M1 wires:
Bar = 20 um.
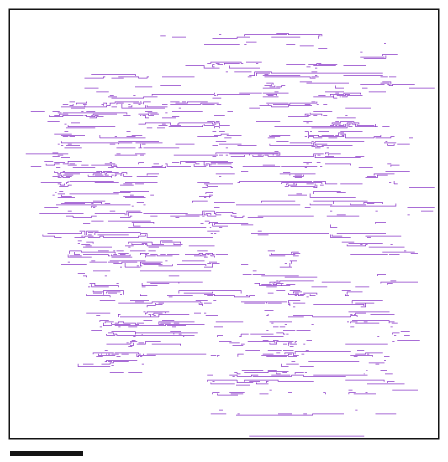
The metal 2 layer:
Bar = 20 um. Cells faint in the background.
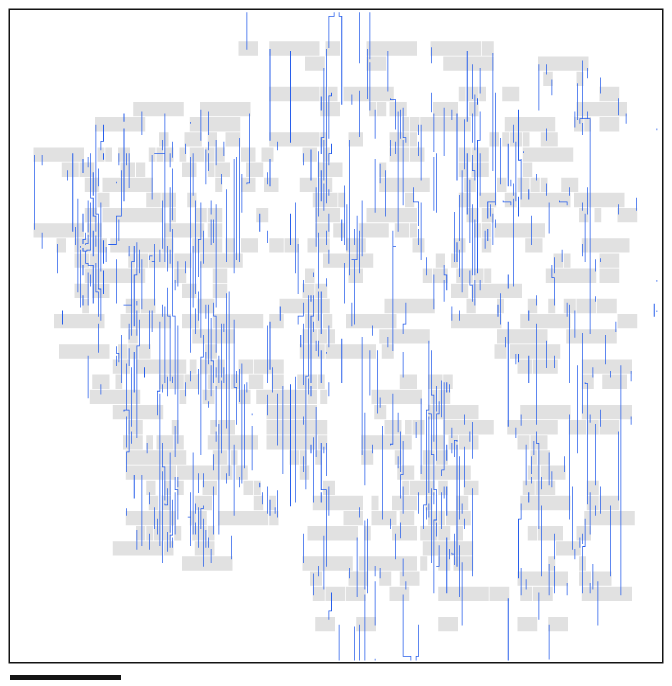
Signal wires on met3:
Bar = 20 um. Cells faint in the background.
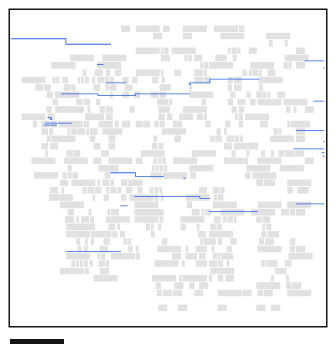
$ cat src/rtl/speed_loop_pkg.sv
// Shared types and constants for the speed-loop sequencer and its PWM stage.
package speed_loop_pkg;

   typedef enum logic [1:0] {IDLE, MEASURE, LATCH} sls_state_t;

   localparam int SPEED_W           = 8;
   localparam int DUTY_W            = 8;
   localparam int WINDOW_CYCLES_DEF = 5_000_000;
   localparam int PWM_DIV_DEF       = 8;

endpackage

$ cat src/rtl/speed_loop_sequencer_pwm_gen.sv
// Prescaled 8-bit PWM with duty captured only at period wrap, so the output never glitches.
module pwm_gen
   import speed_loop_pkg::*;
#(
   parameter int PWM_DIV = PWM_DIV_DEF
) (
   input  logic              clk,
   input  logic              rst,
   input  logic              en,
   input  logic [DUTY_W-1:0] duty,
   output logic              pwm_out
);

   localparam int PW = (PWM_DIV > 1) ? $clog2(PWM_DIV) : 1;

   logic [PW-1:0]     presc;
   logic [DUTY_W-1:0] pwm_cnt;
   logic [DUTY_W-1:0] duty_q;
   logic              tick;

   assign tick = (presc == PW'(PWM_DIV - 1));

   always_ff @(posedge clk or posedge rst) begin
      if (rst) begin
         presc   <= '0;
         pwm_cnt <= '0;
         duty_q  <= '0;
         pwm_out <= 1'b0;
      end else if (!en) begin
         presc   <= '0;
         pwm_cnt <= '0;
         duty_q  <= '0;
         pwm_out <= 1'b0;
      end else begin
         pwm_out <= (pwm_cnt < duty_q);
         if (tick) begin
            presc   <= '0;
            pwm_cnt <= pwm_cnt + DUTY_W'(1);
            // new duty takes effect exactly as pwm_cnt wraps back to 0
            if (pwm_cnt == '1)
               duty_q <= duty;
         end else begin
            presc <= presc + PW'(1);
         end
      end
   end

endmodule

$ cat src/rtl/speed_loop_sequencer.sv
// Tach-window speed measurement, controller evaluation strobe and PWM drive.
module speed_loop_sequencer
   import speed_loop_pkg::*;
#(
   parameter int WINDOW_CYCLES = WINDOW_CYCLES_DEF,
   parameter int PWM_DIV       = PWM_DIV_DEF
) (
   input  logic               clk,
   input  logic               rst,
   input  logic               en,
   input  logic               tach,
   input  logic [DUTY_W-1:0]  duty,
   output logic [SPEED_W-1:0] C,
   output logic               go,
   output logic               pwm_out,
   output logic               busy
);

   localparam int            WW     = $clog2(WINDOW_CYCLES);
   localparam logic [WW-1:0] WLOAD  = WW'(WINDOW_CYCLES - 1);
   localparam logic [WW-1:0] WSTART = WW'(WINDOW_CYCLES - 2);

   sls_state_t         state, state_nx;
   logic [WW-1:0]      wcnt, wcnt_nx;
   logic [SPEED_W-1:0] ecnt, ecnt_nx, ecnt_inc, c_nx;
   logic               s1, s2, s3, tach_rise, go_nx;

   assign tach_rise = s2 & ~s3;
   assign ecnt_inc  = (tach_rise && ecnt != 8'hFF) ? ecnt + SPEED_W'(1) : ecnt;
   assign busy      = (state == MEASURE) || (state == LATCH);

   always_comb begin
      state_nx = state;
      wcnt_nx  = wcnt;
      ecnt_nx  = ecnt;
      c_nx     = C;
      go_nx    = 1'b0;
      case (state)
         IDLE: begin
            wcnt_nx = WLOAD;
            ecnt_nx = '0;
            // the enabling cycle already counts as the first window cycle
            if (en) begin
               state_nx = MEASURE;
               wcnt_nx  = WSTART;
            end
         end
         MEASURE: begin
            ecnt_nx = ecnt_inc;
            if (wcnt == '0)
               state_nx = LATCH;
            else
               wcnt_nx = wcnt - WW'(1);
         end
         LATCH: begin
            c_nx     = ecnt_inc;
            go_nx    = en;
            ecnt_nx  = '0;
            wcnt_nx  = WLOAD;
            state_nx = MEASURE;
         end
         default: state_nx = IDLE;
      endcase
      if (!en) begin
         state_nx = IDLE;
         wcnt_nx  = WLOAD;
         ecnt_nx  = '0;
      end
   end

   always_ff @(posedge clk or posedge rst) begin
      if (rst) begin
         state <= IDLE;
         wcnt  <= '0;
         ecnt  <= '0;
         C     <= '0;
         go    <= 1'b0;
         s1    <= 1'b0;
         s2    <= 1'b0;
         s3    <= 1'b0;
      end else begin
         state <= state_nx;
         wcnt  <= wcnt_nx;
         ecnt  <= ecnt_nx;
         C     <= c_nx;
         go    <= go_nx;
         s1    <= tach;
         s2    <= s1;
         s3    <= s2;
      end
   end

   pwm_gen #(.PWM_DIV(PWM_DIV)) u_pwm (
      .clk     (clk),
      .rst     (rst),
      .en      (en),
      .duty    (duty),
      .pwm_out (pwm_out)
   );

endmodule

$ cat config.mk
export PLATFORM = sky130hd
export DESIGN_NAME = speed_loop_sequencer
export DESIGN_NICKNAME = d
export VERILOG_FILES = /design/src/rtl/speed_loop_pkg.sv /design/src/rtl/speed_loop_sequencer_pwm_gen.sv /design/src/rtl/speed_loop_sequencer.sv
export SDC_FILE = /design/constraint.sdc
export NUM_CORES = 1
export LEC_CHECK = 0
export CAP_MARGIN = 20
export CORE_MARGIN = 4
export CORE_UTILIZATION = 30
export CTS_CLUSTER_SIZE = 16
export DETAILED_ROUTE_END_ITERATION = 8
export PLACE_DENSITY_LB_ADDON = 0.05
export SKIP_CTS_REPAIR_TIMING = 1
export SKIP_LAST_GASP = 1
export SYNTH_ARGS = -nofsm -noshare
export SYNTH_HDL_FRONTEND = slang
export SYNTH_SLANG_ARGS = --single-unit
$ cat constraint.sdc
create_clock -name clk -period 2.61 [get_ports clk]
set_clock_uncertainty 0.2 [all_clocks]
set_input_delay 0.522 -clock clk [delete_from_list [all_inputs] [get_ports clk]]
set_output_delay 0.522 -clock clk [all_outputs]
set_load 0.05 [all_outputs]
==> impl_metrics.env <==
# source this file to load flow results
export IMPL_grt_overflow=0
export IMPL_rsz0062_at_grt="false"
export IMPL_crit_type="reg2reg"
export IMPL_drtIter0Drc=122
export IMPL_postSynthSeqShare=0.456
export IMPL_p_int_mw=2.32
export IMPL_io_pins=23
export IMPL_grt_most_used_layer="met2"
export IMPL_dr_pass1_iters=4
export IMPL_register_area_um2=1630
export IMPL_n_all_buffers=46
export IMPL_fin_tns_setup_ns=0
export IMPL_slowest_delay_ns=0.47
export IMPL_yosys_top_cells_count="dfrtp_1 (65), a21oi_1 (37), nand2_1 (26)"
export IMPL_simple_gate_share=0.222
export IMPL_clockBufferCount=11
export IMPL_crit_buf_inv=2
export IMPL_stdcell_area_um2=4450
export IMPL_cp_slowest_cell="or4_1"
export IMPL_critPathMaxFanout=11
export IMPL_async_flop_share=1.00
export IMPL_cts_sinks=65
export IMPL_power_leader="the clock network"
export IMPL_ff_count=65
export IMPL_power_frac_comb=0.217
export IMPL_max_freq_mhz=415
export IMPL_yosysTopAreaCell="dfrtp_1"
export IMPL_layout_top_cells="dfrtp_1 (65), a21oi_1 (37), nand2_1 (26), nor2_1 (25), buf_4 (23)"
export IMPL_area_delta_synth_final_pct=24.6
export IMPL_die_h_um=117
export IMPL_combGateArea_um2=1800
export IMPL_holdPathStages=0
export IMPL_nNonClkInverters=22
export IMPL_io_buffers=22
export IMPL_cp_arrival_ns=2.47
export IMPL_wl_per_cell_um=14.3
export IMPL_status="finished, final reports clean"
export IMPL_path_clk_slew_ns=0.06
export IMPL_power_mw=3.30
export IMPL_avgSynthCellArea_um2=9.70
export IMPL_wl_met3_um=275
export IMPL_n_fill_cell=1181
export IMPL_mappedNetlistArea_um2=3570
export IMPL_top_register="wcnt"
export IMPL_seqPwrFrac=0.363
export IMPL_dp_slack_ns=0.0214
export IMPL_cp_depth=8
export IMPL_p_per_area_nw_per_um2=742
export IMPL_grt_usage=0.135
export IMPL_edf_count=0
export IMPL_top_logic_kind="simple AND/OR/NAND/NOR gates"
export IMPL_mostFrequentLayoutCell="dfrtp_1"
export IMPL_vias_per_cell=4.89
export IMPL_worst_pin_slew_ns=0.524
export IMPL_r2r_start="wcnt[0]$_DFFE_PP0P_"
export IMPL_comb_cells=268
export IMPL_worstHoldStart="s1$_DFF_PP0_"
export IMPL_nWellTaps=143
export IMPL_pg_seq_mw=1.20
export IMPL_whs_endpoint="s2$_DFF_PP0_"
About 'M1 wires':
main direction	horizontal
nets with wire on the layer	412
share of all routed wire	48%
longest straight run	31.3 um
wire length on this layer	3860 um
global routing usage on met1: 0.171
Routed WL: 8030 um

About 'the metal 2 layer':
wire length on this layer	3790 um
nets with wire on the layer	338
main direction	vertical
share of all routed wire	47%
longest straight run	41.1 um
Via Count: 2740
GRT met2 Usage: 0.214

About 'signal wires on met3':
nets with wire on the layer	15
main direction	horizontal
met3 usage: 0.0463

